## config.mk

```make
export PLATFORM = sky130hd
export DESIGN_NAME = spi_line_streamer_flat
export DESIGN_NICKNAME = d
export VERILOG_FILES = /design/src/rtl/spi_line_streamer_pkg.sv /design/src/rtl/spi_line_streamer_if.sv /design/src/rtl/spi_line_streamer_line_buffer_2bank.sv /design/src/rtl/spi_line_streamer.sv /design/src/flat_wrapper.sv
export SDC_FILE = /design/constraint.sdc
export NUM_CORES = 1
export LEC_CHECK = 0
export CAP_MARGIN = 25
export CELL_PAD_IN_SITES_DETAIL_PLACEMENT = 2
export CELL_PAD_IN_SITES_GLOBAL_PLACEMENT = 2
export CORE_MARGIN = 10
export CORE_UTILIZATION = 42
export DETAILED_ROUTE_END_ITERATION = 6
export GPL_ROUTABILITY_DRIVEN = 0
export PLACE_DENSITY_LB_ADDON = 0.2
export REMOVE_ABC_BUFFERS = 1
export SLEW_MARGIN = 40
export SYNTH_ARGS = -nofsm -noshare
export SYNTH_HDL_FRONTEND = slang
export SYNTH_SLANG_ARGS = --single-unit
```

## constraint.sdc

```tcl
create_clock -name clk -period 4.6 [get_ports clk]
set_input_delay 1.38 -clock clk [delete_from_list [all_inputs] [get_ports clk]]
set_output_delay 1.38 -clock clk [all_outputs]
set_load 0.01 [all_outputs]
```

## src/rtl/spi_line_streamer_pkg.sv

```systemverilog
// Shared constants, FSM encoding and stream-length helper for the SPI line streamer.
package spi_rom_pkg;

  localparam logic [7:0] CMD_READ      = 8'h03;
  localparam logic [7:0] CMD_FAST_READ = 8'h0B;
  localparam int         DUMMY_BITS    = 8;

  typedef enum logic [2:0] {
    IDLE,
    CMD,
    ADDR,
    DUMMY,
    DATA
  } state_t;

  // Total SPI bits per fetch: command byte, address, optional dummy byte, line data.
  function automatic int stream_len(input int buffer_depth, input int addr_len,
                                    input int fast_read);
    return 8 + addr_len + DUMMY_BITS * fast_read + buffer_depth;
  endfunction

endpackage

```

## src/rtl/spi_line_streamer_if.sv

```systemverilog
// SPI flash pins as seen by the line streamer (master) and the flash device (slave).
interface spi_line_streamer_if;

  logic spi_cs;    // active high; the parent inverts it for the flash pin
  logic spi_sclk;
  logic spi_mosi;
  logic spi_miso;

  modport master (output spi_cs, output spi_sclk, output spi_mosi, input spi_miso);
  modport slave  (input spi_cs, input spi_sclk, input spi_mosi, output spi_miso);

endinterface

```

## src/rtl/spi_line_streamer_line_buffer_2bank.sv

```systemverilog
// Two-bank line buffer: one bank is displayed while the other is filled by the fetch.
module line_buffer_2bank #(
  parameter int BUFFER_DEPTH = 128,
  parameter int IDX_W        = $clog2(BUFFER_DEPTH)
) (
  input  logic             clk,
  input  logic             rst_n,
  input  logic             wr_en,
  input  logic [IDX_W-1:0] wr_idx,
  input  logic             wr_bit,
  input  logic             swap_en,
  input  logic [IDX_W-1:0] rd_idx,
  output logic             rd_bit,
  output logic             disp_bank
);

  logic [BUFFER_DEPTH-1:0] bank0_q, bank0_d;
  logic [BUFFER_DEPTH-1:0] bank1_q, bank1_d;
  logic                    disp_q, disp_d;

  // Writes always target the bank that is not on screen.
  always_comb begin
    disp_d  = disp_q ^ swap_en;
    bank0_d = bank0_q;
    bank1_d = bank1_q;
    if (wr_en) begin
      if (disp_q) bank0_d[wr_idx] = wr_bit;
      else        bank1_d[wr_idx] = wr_bit;
    end
  end

  always_ff @(posedge clk or negedge rst_n) begin
    if (!rst_n) begin
      bank0_q <= '0;
      bank1_q <= '0;
      disp_q  <= 1'b0;
    end else begin
      bank0_q <= bank0_d;
      bank1_q <= bank1_d;
      disp_q  <= disp_d;
    end
  end

  assign rd_bit    = disp_q ? bank1_q[rd_idx] : bank0_q[rd_idx];
  assign disp_bank = disp_q;

endmodule

```

## src/rtl/spi_line_streamer.sv

```systemverilog
// Fetches one video line of bits from SPI flash (READ or FAST READ) into a ping-pong buffer.
module spi_line_streamer
  import spi_rom_pkg::*;
#(
  parameter int BUFFER_DEPTH = 128,
  parameter int ADDR_LEN     = 24,
  parameter int FAST_READ    = 0,
  parameter int IDX_W        = $clog2(BUFFER_DEPTH)
) (
  input  logic                clk,
  input  logic                reset_n,
  // fetch_start and swap are single-cycle requests with no ready: they are acted on
  // only while busy is low; fetch_done pulses once when a fetch lands in the buffer.
  input  logic                fetch_start,
  input  logic [ADDR_LEN-1:0] fetch_addr,
  input  logic                swap,
  input  logic [IDX_W-1:0]    rd_index,
  output logic                rd_data,
  output logic                busy,
  output logic                fetch_done,
  output logic                overrun,
  spi_line_streamer_if.master spi,
  output state_t              dbg_state,
  output logic                dbg_disp_bank
);

  localparam int STREAM_LEN = stream_len(BUFFER_DEPTH, ADDR_LEN, FAST_READ);
  localparam int CNT_W      = $clog2(STREAM_LEN);
  localparam int HDR_W      = 8 + ADDR_LEN;
  localparam int DATA_START = HDR_W + DUMMY_BITS * FAST_READ;

  localparam logic [7:0]       CMD_BYTE   = (FAST_READ != 0) ? CMD_FAST_READ : CMD_READ;
  localparam logic [CNT_W-1:0] LAST_CMD   = CNT_W'(7);
  localparam logic [CNT_W-1:0] LAST_ADDR  = CNT_W'(HDR_W - 1);
  localparam logic [CNT_W-1:0] LAST_DUMMY = CNT_W'(DATA_START - 1);
  localparam logic [CNT_W-1:0] LAST_BIT   = CNT_W'(STREAM_LEN - 1);
  localparam logic [CNT_W-1:0] DATA_BASE  = CNT_W'(DATA_START);

  state_t             state_q, state_d;
  logic [CNT_W-1:0]   cnt_q, cnt_d;
  logic               phase_q, phase_d;
  logic [HDR_W-1:0]   shreg_q, shreg_d;
  logic               overrun_q, overrun_d;
  logic               done_q, done_d;
  logic               wr_en;
  logic [IDX_W-1:0]   wr_idx;
  logic               swap_en;

  assign busy    = (state_q != IDLE);
  assign swap_en = swap & ~busy;
  assign wr_idx  = IDX_W'(cnt_q - DATA_BASE);

  // Every bit ends on the edge leaving phase 1: MISO is captured and MOSI shifts then,
  // so MOSI is already settled when SCLK next rises.
  always_comb begin
    state_d   = state_q;
    cnt_d     = cnt_q;
    phase_d   = 1'b0;
    shreg_d   = shreg_q;
    done_d    = 1'b0;
    overrun_d = overrun_q | (swap & busy);
    wr_en     = 1'b0;
    if (state_q == IDLE) begin
      if (fetch_start) begin
        state_d = CMD;
        cnt_d   = '0;
        shreg_d = {CMD_BYTE, fetch_addr};
      end
    end else begin
      phase_d = ~phase_q;
      if (phase_q) begin
        cnt_d   = cnt_q + CNT_W'(1);
        shreg_d = shreg_q << 1;
        case (state_q)
          CMD:   if (cnt_q == LAST_CMD) state_d = ADDR;
          ADDR:  if (cnt_q == LAST_ADDR) state_d = (FAST_READ != 0) ? DUMMY : DATA;
          DUMMY: if (cnt_q == LAST_DUMMY) state_d = DATA;
          DATA: begin
            wr_en = 1'b1;
            if (cnt_q == LAST_BIT) begin
              state_d = IDLE;
              cnt_d   = '0;
              done_d  = 1'b1;
            end
          end
          default: state_d = IDLE;
        endcase
      end
    end
  end

  always_ff @(posedge clk or negedge reset_n) begin
    if (!reset_n) begin
      state_q   <= IDLE;
      cnt_q     <= '0;
      phase_q   <= 1'b0;
      shreg_q   <= '0;
      overrun_q <= 1'b0;
      done_q    <= 1'b0;
    end else begin
      state_q   <= state_d;
      cnt_q     <= cnt_d;
      phase_q   <= phase_d;
      shreg_q   <= shreg_d;
      overrun_q <= overrun_d;
      done_q    <= done_d;
    end
  end

  line_buffer_2bank #(
    .BUFFER_DEPTH (BUFFER_DEPTH),
    .IDX_W        (IDX_W)
  ) u_buf (
    .clk       (clk),
    .rst_n     (reset_n),
    .wr_en     (wr_en),
    .wr_idx    (wr_idx),
    .wr_bit    (spi.spi_miso),
    .swap_en   (swap_en),
    .rd_idx    (rd_index),
    .rd_bit    (rd_data),
    .disp_bank (dbg_disp_bank)
  );

  assign spi.spi_cs   = busy;
  assign spi.spi_sclk = phase_q;
  assign spi.spi_mosi = ((state_q == CMD) || (state_q == ADDR)) ? shreg_q[HDR_W-1] : 1'b0;
  assign fetch_done   = done_q;
  assign overrun      = overrun_q;
  assign dbg_state    = state_q;

endmodule
```

## src/flat_wrapper.sv

```systemverilog
// flat-port wrapper written by rule: the top's interface ports become plain ports
module spi_line_streamer_flat import spi_rom_pkg::*;
#(
  parameter int BUFFER_DEPTH = 128,
  parameter int ADDR_LEN     = 24,
  parameter int FAST_READ    = 0,
  parameter int IDX_W        = $clog2(BUFFER_DEPTH)
)
  (clk, reset_n, fetch_start, fetch_addr, swap, rd_index, rd_data, busy, fetch_done, overrun, dbg_state, dbg_disp_bank, spi_spi_cs, spi_spi_sclk, spi_spi_mosi, spi_spi_miso);
  spi_line_streamer_if spi_i ();
  input  logic clk;
  input  logic reset_n;
  input  logic fetch_start;
  input  logic [ADDR_LEN-1:0] fetch_addr;
  input  logic swap;
  input  logic [IDX_W-1:0] rd_index;
  output logic rd_data;
  output logic busy;
  output logic fetch_done;
  output logic overrun;
  output state_t dbg_state;
  output logic dbg_disp_bank;
  output wire logic [$bits(spi_i.spi_cs)-1:0] spi_spi_cs;
  output wire logic [$bits(spi_i.spi_sclk)-1:0] spi_spi_sclk;
  output wire logic [$bits(spi_i.spi_mosi)-1:0] spi_spi_mosi;
  input wire logic [$bits(spi_i.spi_miso)-1:0] spi_spi_miso;
  assign spi_spi_cs = spi_i.spi_cs;
  assign spi_spi_sclk = spi_i.spi_sclk;
  assign spi_spi_mosi = spi_i.spi_mosi;
  assign spi_i.spi_miso = spi_spi_miso;
  spi_line_streamer #(.BUFFER_DEPTH(BUFFER_DEPTH), .ADDR_LEN(ADDR_LEN), .FAST_READ(FAST_READ), .IDX_W(IDX_W)) u_core (.clk(clk), .reset_n(reset_n), .fetch_start(fetch_start), .fetch_addr(fetch_addr), .swap(swap), .rd_index(rd_index), .rd_data(rd_data), .busy(busy), .fetch_done(fetch_done), .overrun(overrun), .spi(spi_i), .dbg_state(dbg_state), .dbg_disp_bank(dbg_disp_bank));
endmodule
```

Run 1, cell density map:
21 x 21 tiles, from white (low) to dark blue (high), 0 to 100% covered.
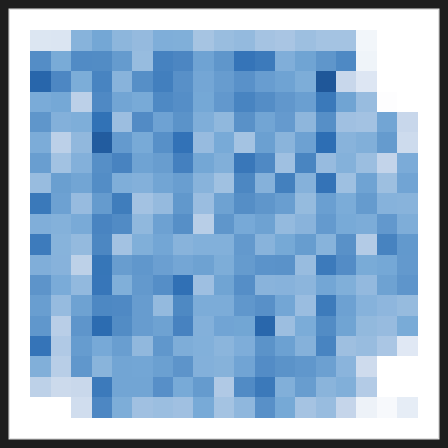
densest ninth of the die = centre
fullest tile = 84%
tiles over 75% full = 1.1%
nearly empty tiles = 21%
mean over tiles = 40%

Run 1, metal 1:
Supply wires on this layer in grey.
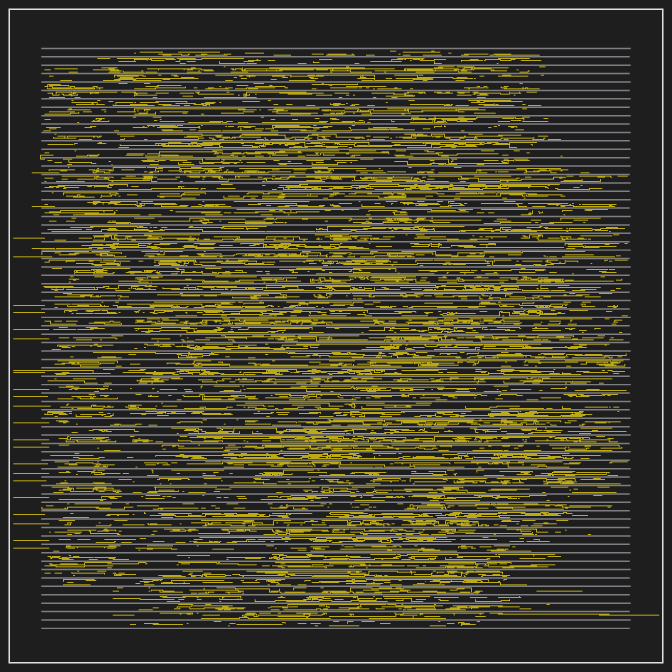
wire length on this layer = 23.2 mm
longest straight run = 79.1 um

Run 1, metal 4:
Scale bar: 50 um. Supply wires on this layer in grey. Cells faint in the background.
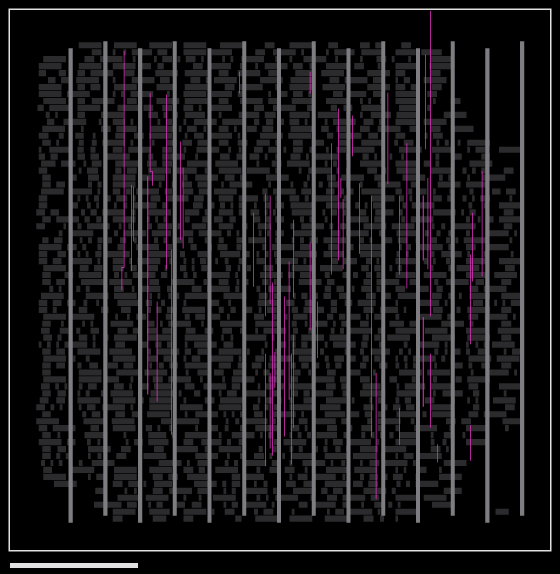
share of all routed wire = 3.6%
longest straight run = 119 um

Run 1, congestion heat map:
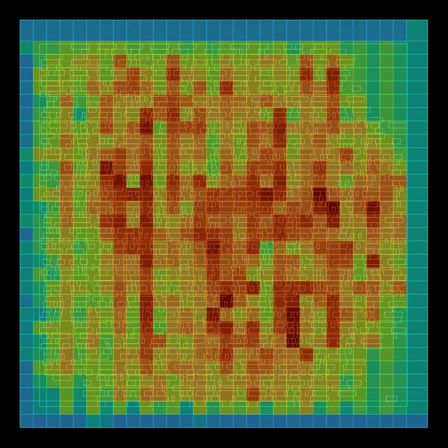
met1 usage: 30.8%
met3 usage: 4.76%
total track usage: 24.5%
routed wire length per instance: 27.8 um

==> results.ini, run 1 <==
[floorplan]
die_h_um = 211
taps = 461
die_area_um2 = 44500

[route]
routed_wl_um = 54200

[worst_setup_path]
crit_required_ns = 3.22
crit_end = rd_data
path_cells = buf_2, buf_12, buf_4, nand3b_1, buf_4, o22ai_1, nor3_4, a2111oi_4, a311oi_2, a22oi_1, buf_4, buf_6
cp_num_cells = 12

[layout]
drive_gt1_share_pct = 29.6
sh_seq_area_pct = 41.7
nonClockBufferCount = 154
syn2layout_area_growth_pct = 18.7

[synth]
edf_count = 0

[final_timing]
setup_ws_ns = -0.314
setup_viol = 1

[cts]
cts.repair.resized = 41

[global_routing]
grt_max_degree = 95
grt_pass1_wl_um = 83400

[status]
outcome = finished, violations left
violations = setup timing

[power]
finalPower_w = 0.00602

## Run 2: what changed since run 1
--- a/config.mk
+++ b/config.mk
@@ -10,6 +10,7 @@
 export CELL_PAD_IN_SITES_GLOBAL_PLACEMENT = 2
 export CORE_MARGIN = 10
 export CORE_UTILIZATION = 42
+export CTS_CLUSTER_SIZE = 12
 export DETAILED_ROUTE_END_ITERATION = 6
 export GPL_ROUTABILITY_DRIVEN = 0
 export PLACE_DENSITY_LB_ADDON = 0.2
Run 2, metal 1:
Supply wires on this layer in grey.
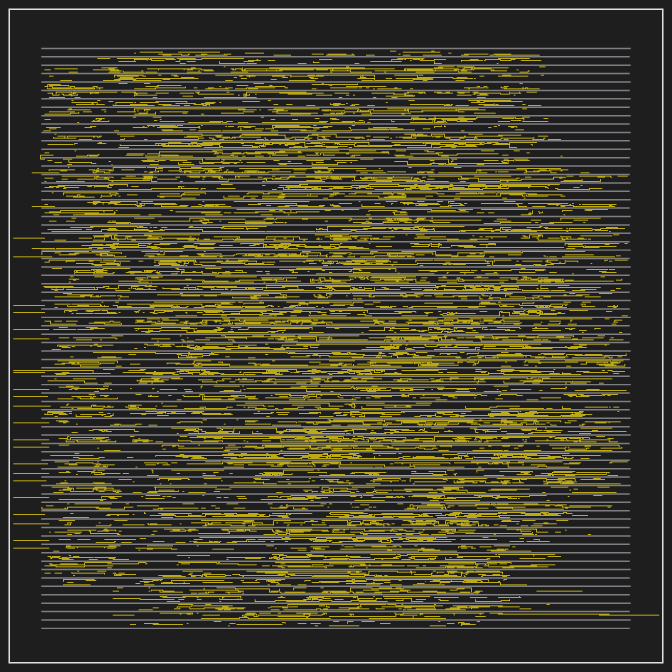
main direction = horizontal
longest straight run = 79.1 um
nets with wire on the layer = 1421
wire length on this layer = 23.2 mm
share of all routed wire = 43%

Run 2, congestion heat map:
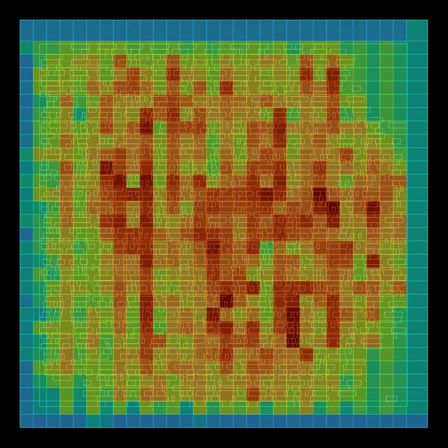
met2 usage: 40.7%
busiest layer in global routing: met2
Util after Layout: 50.9%

==> results.ini, run 2 <==
[worst_setup_path]
crit_buf_inv = 6  ; unchanged
r2r_slack_ns = 1.71  ; about the same
crit_required_ns = 3.22  ; about the same
cp_num_cells = 12  ; unchanged
crit_end = rd_data  ; unchanged
critPathCaptureType = output pin  ; unchanged
path_cells = buf_2, buf_12, buf_4, nand3b_1, buf_4, o22ai_1, nor3_4, a2111oi_4, a311oi_2, a22oi_1, buf_4, buf_6  ; unchanged
r2r-end = u_core.cnt_q[5]$_DFFE_PN0P_  ; unchanged

[floorplan]
taps = 461  ; unchanged
die_h_um = 211  ; unchanged
die_area_um2 = 44500  ; unchanged
core.rowCount = 69  ; unchanged
die_w_um = 211  ; unchanged

[layout]
nonClockBufferCount = 154  ; unchanged
drive_gt1_share_pct = 29.6  ; unchanged
fin_cells = 1947  ; unchanged
syn2layout_area_growth_pct = 18.7  ; unchanged

[global_routing]
globalRouteMet1Util_pct = 30.8  ; unchanged
grt_usage_pct = 24.5  ; unchanged
grt_max_degree = 95  ; unchanged
grt_use_met3_pct = 4.76  ; unchanged
grt_pass1_vias = 13386  ; unchanged
grt_pass1_wl_um = 83400  ; unchanged

[power]
p_comb_w = 0.000470  ; about the same
intPower_w = 0.00459  ; unchanged
finalPower_w = 0.00602  ; unchanged

[cts]
cts.repair.resized = 41  ; unchanged
cts_inserted_buffers = 37  ; unchanged
cts_htree_levels = 2  ; unchanged

[final_timing]
setup_viol = 1  ; unchanged
worst_pin_slew_ns = 0.799  ; unchanged
setup_ws_ns = -0.314  ; unchanged
rsz0062_at_grt = true  ; unchanged
drv_slew = 0  ; unchanged
clock_skew_ns = 0.0165  ; unchanged

[synth]
xor_share_pct = 0.114  ; unchanged
edf_count = 0  ; unchanged

[status]
violations = setup timing  ; unchanged
outcome = finished, violations left  ; unchanged

[route]
routed_wl_um = 54200  ; unchanged
wl_per_cell_um = 27.8  ; unchanged

[placement]
numPortBuffers = 46  ; unchanged

[run]
drv_cap = 0  ; unchanged

[min_path]
holdPathStages = 1  ; unchanged

Run 2, cell density map:
21 x 21 tiles, from white (low) to dark blue (high), 0 to 100% covered.
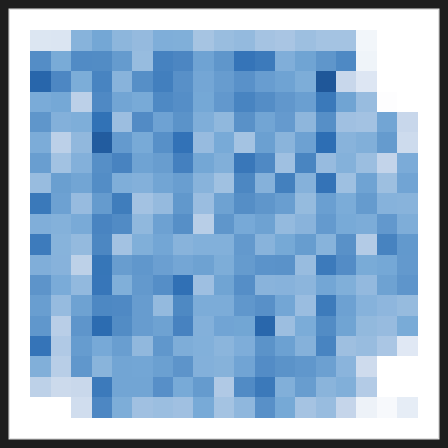
tiles over 75% full = 1.1%
fullest tile = 84%
densest ninth of the die = centre
nearly empty tiles = 21%
mean over tiles = 40%
placeable core area: 35700 um^2
starting density of the core: 42.9%

